Figure 1. Placed cells, one color a class.
Fill, decap, tap and diode cells in gray.
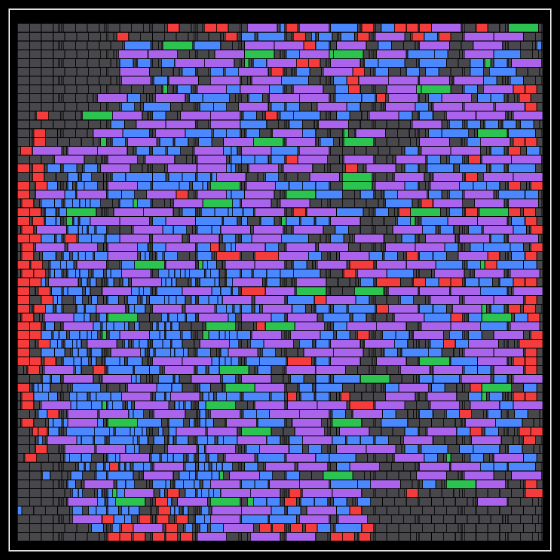
Figure 2. Clock wires, drivers and flops.
The bar under the picture is 50 um long.
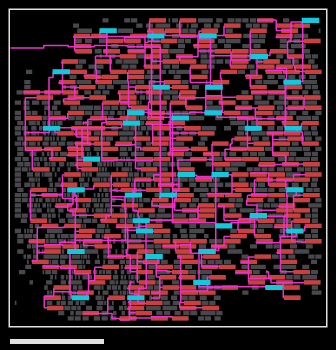
--- src/rtl/ifq_pkg.sv ---
// Shared types and constants for the instruction fetch queue: FSM states,
// instruction width, PC increment and the FIFO entry layout.
package ifq_pkg;

  localparam int INSTR_W = 32;
  localparam int PC_STEP = 4;

  typedef enum logic [1:0] {
    S_RESET,
    S_FETCH,
    S_DRAIN
  } ifq_state_t;

  typedef struct packed {
    logic [31:0]        pc;
    logic [INSTR_W-1:0] instr;
  } ifq_entry_t;

endpackage

--- src/rtl/instruction_fetch_queue_if.sv ---
// Bundles the instruction-memory request/response bus, the redirect input and
// the decode-side valid/ready port. master = fetch queue, slave = its environment.
interface instruction_fetch_queue_if;
  import ifq_pkg::*;

  logic               imem_req;
  logic [31:0]        imem_addr;
  logic               imem_gnt;
  logic               imem_rvalid;
  logic [INSTR_W-1:0] imem_rdata;
  logic               redirect;
  logic [31:0]        redirect_pc;
  logic               instr_valid;
  logic               instr_ready;
  logic [INSTR_W-1:0] instr;
  logic [31:0]        instr_pc;

  modport master (
    output imem_req, imem_addr, instr_valid, instr, instr_pc,
    input  imem_gnt, imem_rvalid, imem_rdata, redirect, redirect_pc, instr_ready
  );

  modport slave (
    input  imem_req, imem_addr, instr_valid, instr, instr_pc,
    output imem_gnt, imem_rvalid, imem_rdata, redirect, redirect_pc, instr_ready
  );

endinterface

--- src/rtl/ifq_fifo.sv ---
// Small {pc, instr} FIFO with flush. Storage is reset so the head reads zero
// after reset; head is read straight from storage (no extra output stage).
module ifq_fifo
  import ifq_pkg::*;
#(
  parameter int DEPTH = 4
) (
  input  logic                     clock,
  input  logic                     reset_n,
  input  logic                     flush,
  input  logic                     push,
  input  ifq_entry_t               push_data,
  input  logic                     pop,
  output ifq_entry_t               head,
  output logic [$clog2(DEPTH):0]   count
);

  localparam int PTR_W = $clog2(DEPTH);

  logic [PTR_W-1:0] rd_ptr_reg;
  logic [PTR_W-1:0] wr_ptr_reg;
  logic [PTR_W:0]   count_reg;
  ifq_entry_t       entries [DEPTH];

  genvar gi;
  generate
    for (gi = 0; gi < DEPTH; gi++) begin : g_entry
      ifq_entry_t entry_reg;

      always_ff @(posedge clock or negedge reset_n) begin
        if (!reset_n) begin
          entry_reg <= '0;
        end else if (push && !flush && (wr_ptr_reg == PTR_W'(gi))) begin
          entry_reg <= push_data;
        end
      end

      assign entries[gi] = entry_reg;
    end
  endgenerate

  always_ff @(posedge clock or negedge reset_n) begin
    if (!reset_n) begin
      rd_ptr_reg <= '0;
      wr_ptr_reg <= '0;
      count_reg  <= '0;
    end else if (flush) begin
      rd_ptr_reg <= '0;
      wr_ptr_reg <= '0;
      count_reg  <= '0;
    end else begin
      if (push) wr_ptr_reg <= wr_ptr_reg + PTR_W'(1);
      if (pop)  rd_ptr_reg <= rd_ptr_reg + PTR_W'(1);
      count_reg <= count_reg + (PTR_W+1)'(push) - (PTR_W+1)'(pop);
    end
  end

  assign head  = entries[rd_ptr_reg];
  assign count = count_reg;

endmodule

--- src/rtl/instruction_fetch_queue.sv ---
// Fetch front end: owns the fetch PC, issues credit-limited imem requests and
// buffers responses for decode. Optional same-cycle bypass under IFQ_BYPASS_EN.
module instruction_fetch_queue
  import ifq_pkg::*;
#(
  parameter int          DEPTH    = 4,
  parameter logic [31:0] RESET_PC = 32'h0000_0000
) (
  input  logic                       clock,
  input  logic                       reset_n,
  instruction_fetch_queue_if.master  bus
);

  localparam int CNT_W = $clog2(DEPTH) + 1;

  ifq_state_t       state_reg, state_next;
  logic [31:0]      fetch_pc_reg, fetch_pc_next;
  logic [31:0]      rsp_pc_reg, rsp_pc_next;
  logic [CNT_W-1:0] outstanding_reg, outstanding_next;
  logic [CNT_W-1:0] discard_reg, discard_next;
  logic [CNT_W-1:0] count;
  logic [31:0]      redirect_target;
  logic             grant, rsp_valid, keep, bypass, push, pop;
  ifq_entry_t       head;

  assign redirect_target = bus.redirect_pc & ~32'd3;

  // A response with nothing outstanding is a protocol error and is ignored.
  assign rsp_valid = bus.imem_rvalid && (outstanding_reg != '0);
  assign keep      = rsp_valid && (discard_reg == '0) && !bus.redirect;

  assign bus.imem_req  = (state_reg == S_FETCH) && !bus.redirect &&
                         (({1'b0, count} + {1'b0, outstanding_reg}) < (CNT_W+1)'(DEPTH));
  assign bus.imem_addr = fetch_pc_reg;
  assign grant         = bus.imem_req && bus.imem_gnt;

`ifdef IFQ_BYPASS_EN
  assign bypass = keep && (count == '0);
`else
  assign bypass = 1'b0;
`endif

  assign bus.instr_valid = ((count != '0) || bypass) && !bus.redirect;
  assign bus.instr       = bypass ? bus.imem_rdata : head.instr;
  assign bus.instr_pc    = bypass ? rsp_pc_reg     : head.pc;

  assign pop  = bus.instr_valid && bus.instr_ready && (count != '0);
  assign push = keep && !(bypass && bus.instr_ready);

  ifq_fifo #(.DEPTH(DEPTH)) u_fifo (
    .clock     (clock),
    .reset_n   (reset_n),
    .flush     (bus.redirect),
    .push      (push),
    .push_data ('{pc: rsp_pc_reg, instr: bus.imem_rdata}),
    .pop       (pop),
    .head      (head),
    .count     (count)
  );

  always_ff @(posedge clock or negedge reset_n) begin
    if (!reset_n) begin
      state_reg       <= S_RESET;
      fetch_pc_reg    <= RESET_PC;
      rsp_pc_reg      <= RESET_PC;
      outstanding_reg <= '0;
      discard_reg     <= '0;
    end else begin
      state_reg       <= state_next;
      fetch_pc_reg    <= fetch_pc_next;
      rsp_pc_reg      <= rsp_pc_next;
      outstanding_reg <= outstanding_next;
      discard_reg     <= discard_next;
    end
  end

  always_comb begin
    state_next       = state_reg;
    fetch_pc_next    = fetch_pc_reg;
    rsp_pc_next      = rsp_pc_reg;
    outstanding_next = outstanding_reg + CNT_W'(grant) - CNT_W'(rsp_valid);
    discard_next     = discard_reg;

    if (bus.redirect) begin
      // Everything still in flight is stale; the word returning now is dropped too.
      fetch_pc_next = redirect_target;
      rsp_pc_next   = redirect_target;
      discard_next  = outstanding_reg - CNT_W'(rsp_valid);
    end else begin
      if (grant)
        fetch_pc_next = fetch_pc_reg + 32'(PC_STEP);
      if (keep)
        rsp_pc_next = rsp_pc_reg + 32'(PC_STEP);
      if (rsp_valid && (discard_reg != '0))
        discard_next = discard_reg - CNT_W'(1);
    end

    case (state_reg)
      S_RESET:          state_next = S_FETCH;
      S_FETCH, S_DRAIN: state_next = (discard_next != '0) ? S_DRAIN : S_FETCH;
      default:          state_next = S_RESET;
    endcase
  end

endmodule

--- src/flat_wrapper.sv ---
// flat-port wrapper written by rule: the top's interface ports become plain ports
module instruction_fetch_queue_flat import ifq_pkg::*;
#(
  parameter int          DEPTH    = 4,
  parameter logic [31:0] RESET_PC = 32'h0000_0000
)
  (clock, reset_n, bus_imem_req, bus_imem_addr, bus_instr_valid, bus_instr, bus_instr_pc, bus_imem_gnt, bus_imem_rvalid, bus_imem_rdata, bus_redirect, bus_redirect_pc, bus_instr_ready);
  instruction_fetch_queue_if bus_i ();
  input  logic clock;
  input  logic reset_n;
  output wire logic [$bits(bus_i.imem_req)-1:0] bus_imem_req;
  output wire logic [$bits(bus_i.imem_addr)-1:0] bus_imem_addr;
  output wire logic [$bits(bus_i.instr_valid)-1:0] bus_instr_valid;
  output wire logic [$bits(bus_i.instr)-1:0] bus_instr;
  output wire logic [$bits(bus_i.instr_pc)-1:0] bus_instr_pc;
  input wire logic [$bits(bus_i.imem_gnt)-1:0] bus_imem_gnt;
  input wire logic [$bits(bus_i.imem_rvalid)-1:0] bus_imem_rvalid;
  input wire logic [$bits(bus_i.imem_rdata)-1:0] bus_imem_rdata;
  input wire logic [$bits(bus_i.redirect)-1:0] bus_redirect;
  input wire logic [$bits(bus_i.redirect_pc)-1:0] bus_redirect_pc;
  input wire logic [$bits(bus_i.instr_ready)-1:0] bus_instr_ready;
  assign bus_imem_req = bus_i.imem_req;
  assign bus_imem_addr = bus_i.imem_addr;
  assign bus_instr_valid = bus_i.instr_valid;
  assign bus_instr = bus_i.instr;
  assign bus_instr_pc = bus_i.instr_pc;
  assign bus_i.imem_gnt = bus_imem_gnt;
  assign bus_i.imem_rvalid = bus_imem_rvalid;
  assign bus_i.imem_rdata = bus_imem_rdata;
  assign bus_i.redirect = bus_redirect;
  assign bus_i.redirect_pc = bus_redirect_pc;
  assign bus_i.instr_ready = bus_instr_ready;
  instruction_fetch_queue #(.DEPTH(DEPTH), .RESET_PC(RESET_PC)) u_core (.clock(clock), .reset_n(reset_n), .bus(bus_i));
endmodule
--- config.mk ---
export PLATFORM = sky130hd
export DESIGN_NAME = instruction_fetch_queue_flat
export DESIGN_NICKNAME = d
export VERILOG_FILES = /design/src/rtl/ifq_pkg.sv /design/src/rtl/instruction_fetch_queue_if.sv /design/src/rtl/ifq_fifo.sv /design/src/rtl/instruction_fetch_queue.sv /design/src/flat_wrapper.sv
export SDC_FILE = /design/constraint.sdc
export NUM_CORES = 1
export LEC_CHECK = 0
export CAP_MARGIN = 25
export CORE_MARGIN = 2
export CORE_UTILIZATION = 57
export CTS_BUF_LIST = sky130_fd_sc_hd__clkbuf_16
export DETAILED_ROUTE_END_ITERATION = 8
export GPL_ROUTABILITY_DRIVEN = 1
export PLACE_DENSITY = 0.84
export SLEW_MARGIN = 0
export SYNTH_ARGS = -nofsm -noshare
export SYNTH_HDL_FRONTEND = slang
export SYNTH_SLANG_ARGS = --single-unit
export TNS_END_PERCENT = 10
--- constraint.sdc ---
create_clock -name clock -period 4.5 [get_ports clock]
set_clock_uncertainty 0.05 [all_clocks]
set_input_delay 0.675 -clock clock [delete_from_list [all_inputs] [get_ports clock]]
set_output_delay 0.675 -clock clock [all_outputs]
set_load 0.005 [all_outputs]
==> impl_metrics.csv <==
group,metric,value,unit
outcome,status,"finished with violations",
outcome,violations,"design-rule violations",
sta,fin_tns_setup,0,ns
synth,ys_sh_aoi,0.0277,
floorplan,pin_count,168,
pwr,power.density,509,nW/um^2
clocking,cts_resized,0,
worst_hold_path,hold_class,"in -> async",
global_route,grt-ovfl-total,0,
clocking,cts_inserted_buffers,35,
clocking,root_buffer,"clkbuf_16",
clocking,cts_max_path_buffers,3,
clocking,ctsHtreeMaxLevel,2,
setup_path,cp_top_family,"buffers and inverters",
routing,firstDrtPassIters,7,
finish,nClkBuffers,37,
finish,largest_register_ffs,248,
placed_design,gp_congestion,0.856,
routing,vias_per_cell,6.00,
synth,syn-instance-count,1080,
synth,ys.warnings.count,0,
global_route,grt_pass1_wl,54.2,mm
sta,max_freq,285,MHz
routing,drc,16,
placed_design,port_buffers,161,
clocking,cts.sinks,323,
synth,ys_cells,1080,
finish,bufAreaShareNonClock,0.100,
global_route,grt_max_degree,103,
global_route,grt_use_total,0.241,
synth,ys_chip_area,15200,sq um
finish,nets,1312,
sta,period_minus_slack,3.51,ns
sta,post-route-period-util,0.779,
finish,clkCellAreaFrac,0.0559,
setup_path,worst-path-max-fanout,40,
finish,ff_count,323,
finish,layout.area.seq,8090,sq um
finish,syn_to_final_growth,19.3,%
synth,ys_sh_mux,0.295,
sta,slew_viol_final,0,
## Picture notes: Figure 1
Key: other buffers and delay cells = red [cells 176, share of their area 10%]; combinational and other logic = blue [cells 686, share of their area 38%]; flops = purple [cells 323, share of their area 46%]; clock drivers and dummy loads = green [cells 59, share of their area 5.7%]

## Picture notes: Figure 2
Key: clock drivers = cyan [count 35]; clock wires = magenta [length 3,790 um]; flip-flops = red [count 323]
There are 36 routed clock nets. Position of the flops: spread over the die.
P_clk: 2.57 mW
Insertion Delay late pin: 0.51 ns
Clk pwr share: 0.278

==> synthesized netlist by cell type, types with 11 or more instances <==
| cell type | count | area [sq um] |
|---|---|---|
| dfrtp_1 | 323 | 8080 |
| mux2_2 | 271 | 3050 |
| mux4_2 | 62 | 1400 |
| nand2_1 | 37 | 139 |
| nor2_1 | 32 | 120 |
| clkbuf_1 | 29 | 109 |
| inv_1 | 29 | 109 |
| buf_2 | 28 | 140 |
| xnor2_1 | 28 | 245 |
| xor2_1 | 21 | 184 |
| nand3_1 | 19 | 95.1 |
| ha_1 | 18 | 225 |
| nor3_1 | 16 | 80.1 |
| nand4_1 | 15 | 93.8 |
| nor4_1 | 12 | 75.1 |
| o21ai_0 | 11 | 55.1 |
==> per-layer routing <==
layer	global-route usage	vias to the layer above	wire [um]
li1	-	4215	-
met1	0.347	4930	14700
met3	0.0378	47	1670
met2	0.393	276	15700
met4	0.0586	0	587
met5	0	-	0
==> final timing paths <==
kind | startpoint | end | slack (ns) | cells past startpoint
setup / recovery | u_core.u_fifo.rd_ptr_reg[0]$_DFFE_PN0P_ | bus_instr_pc[19] | 0.99 | 3
hold / removal | reset_n | u_core.u_fifo.entries[132]$_DFFE_PN0P_ | 0.17 | 1
setup reg to reg | u_core.outstanding_reg[2]$_DFF_PN0_ | u_core.bus.imem_addr[31]$_DFFE_PN0P_ | 1.50 | 6
hold reg to reg | u_core.u_fifo.entries[93]$_DFFE_PN0P_ | u_core.u_fifo.entries[93]$_DFFE_PN0P_ | 0.45 | 1
max in group asynchronous | reset_n | u_core.u_fifo.entries[253]$_DFFE_PN0P_ | 3.24 | 2
min in group clock | u_core.u_fifo.entries[93]$_DFFE_PN0P_ | u_core.u_fifo.entries[93]$_DFFE_PN0P_ | 0.45 | 1
==> per-stage QoR <==
| step | instances | util | hold WS [ns] | instance area, sq um | total power, mW |
|---|---|---|---|---|---|
| floorplan | 1083 | - | 0.329 | 15200 | 5.35 |
| global route | 1579 | 0.695 | 0.218 | 18200 | 9.71 |
| CTS | 1579 | 0.695 | 0.202 | 18200 | 9.32 |
| global placement | 1520 | 0.656 | 0.434 | 17100 | 6.60 |
| finish | 1579 | 0.695 | 0.172 | 18200 | 9.23 |
| detailed placement | 1520 | 0.656 | 0.441 | 17100 | 6.71 |
==> layout by cell type, fill, tap and decap left out, types with 5 or more instances in the layout <==
cell type / instances
a21oi_1: 8
xnor2_1: 28
mux4_2: 62
nand2b_1: 10
nand3_1: 19
o21ai_0: 11
buf_12: 8
clkbuf_16: 37
xor2_1: 21
buf_4: 7
ha_1: 18
inv_1: 40
mux2_2: 271
and3_1: 6
nand4_1: 15
clkinv_2: 5
nor2_1: 32
a31oi_1: 7
clkinv_1: 5
and4_1: 7
or3_1: 5
clkdlybuf4s50_1: 159
nand2_1: 37
dfrtp_1: 321
a21boi_0: 7
nor3_1: 16
nor4_1: 12
==> report_power, final <==
group,switching [mW],internal [mW]
Sequential,0.444,3.44
Combinational,0.996,1.78
Clock,1.10,1.47
Total,2.54,6.69
Power and IR drop assume default switching activity.
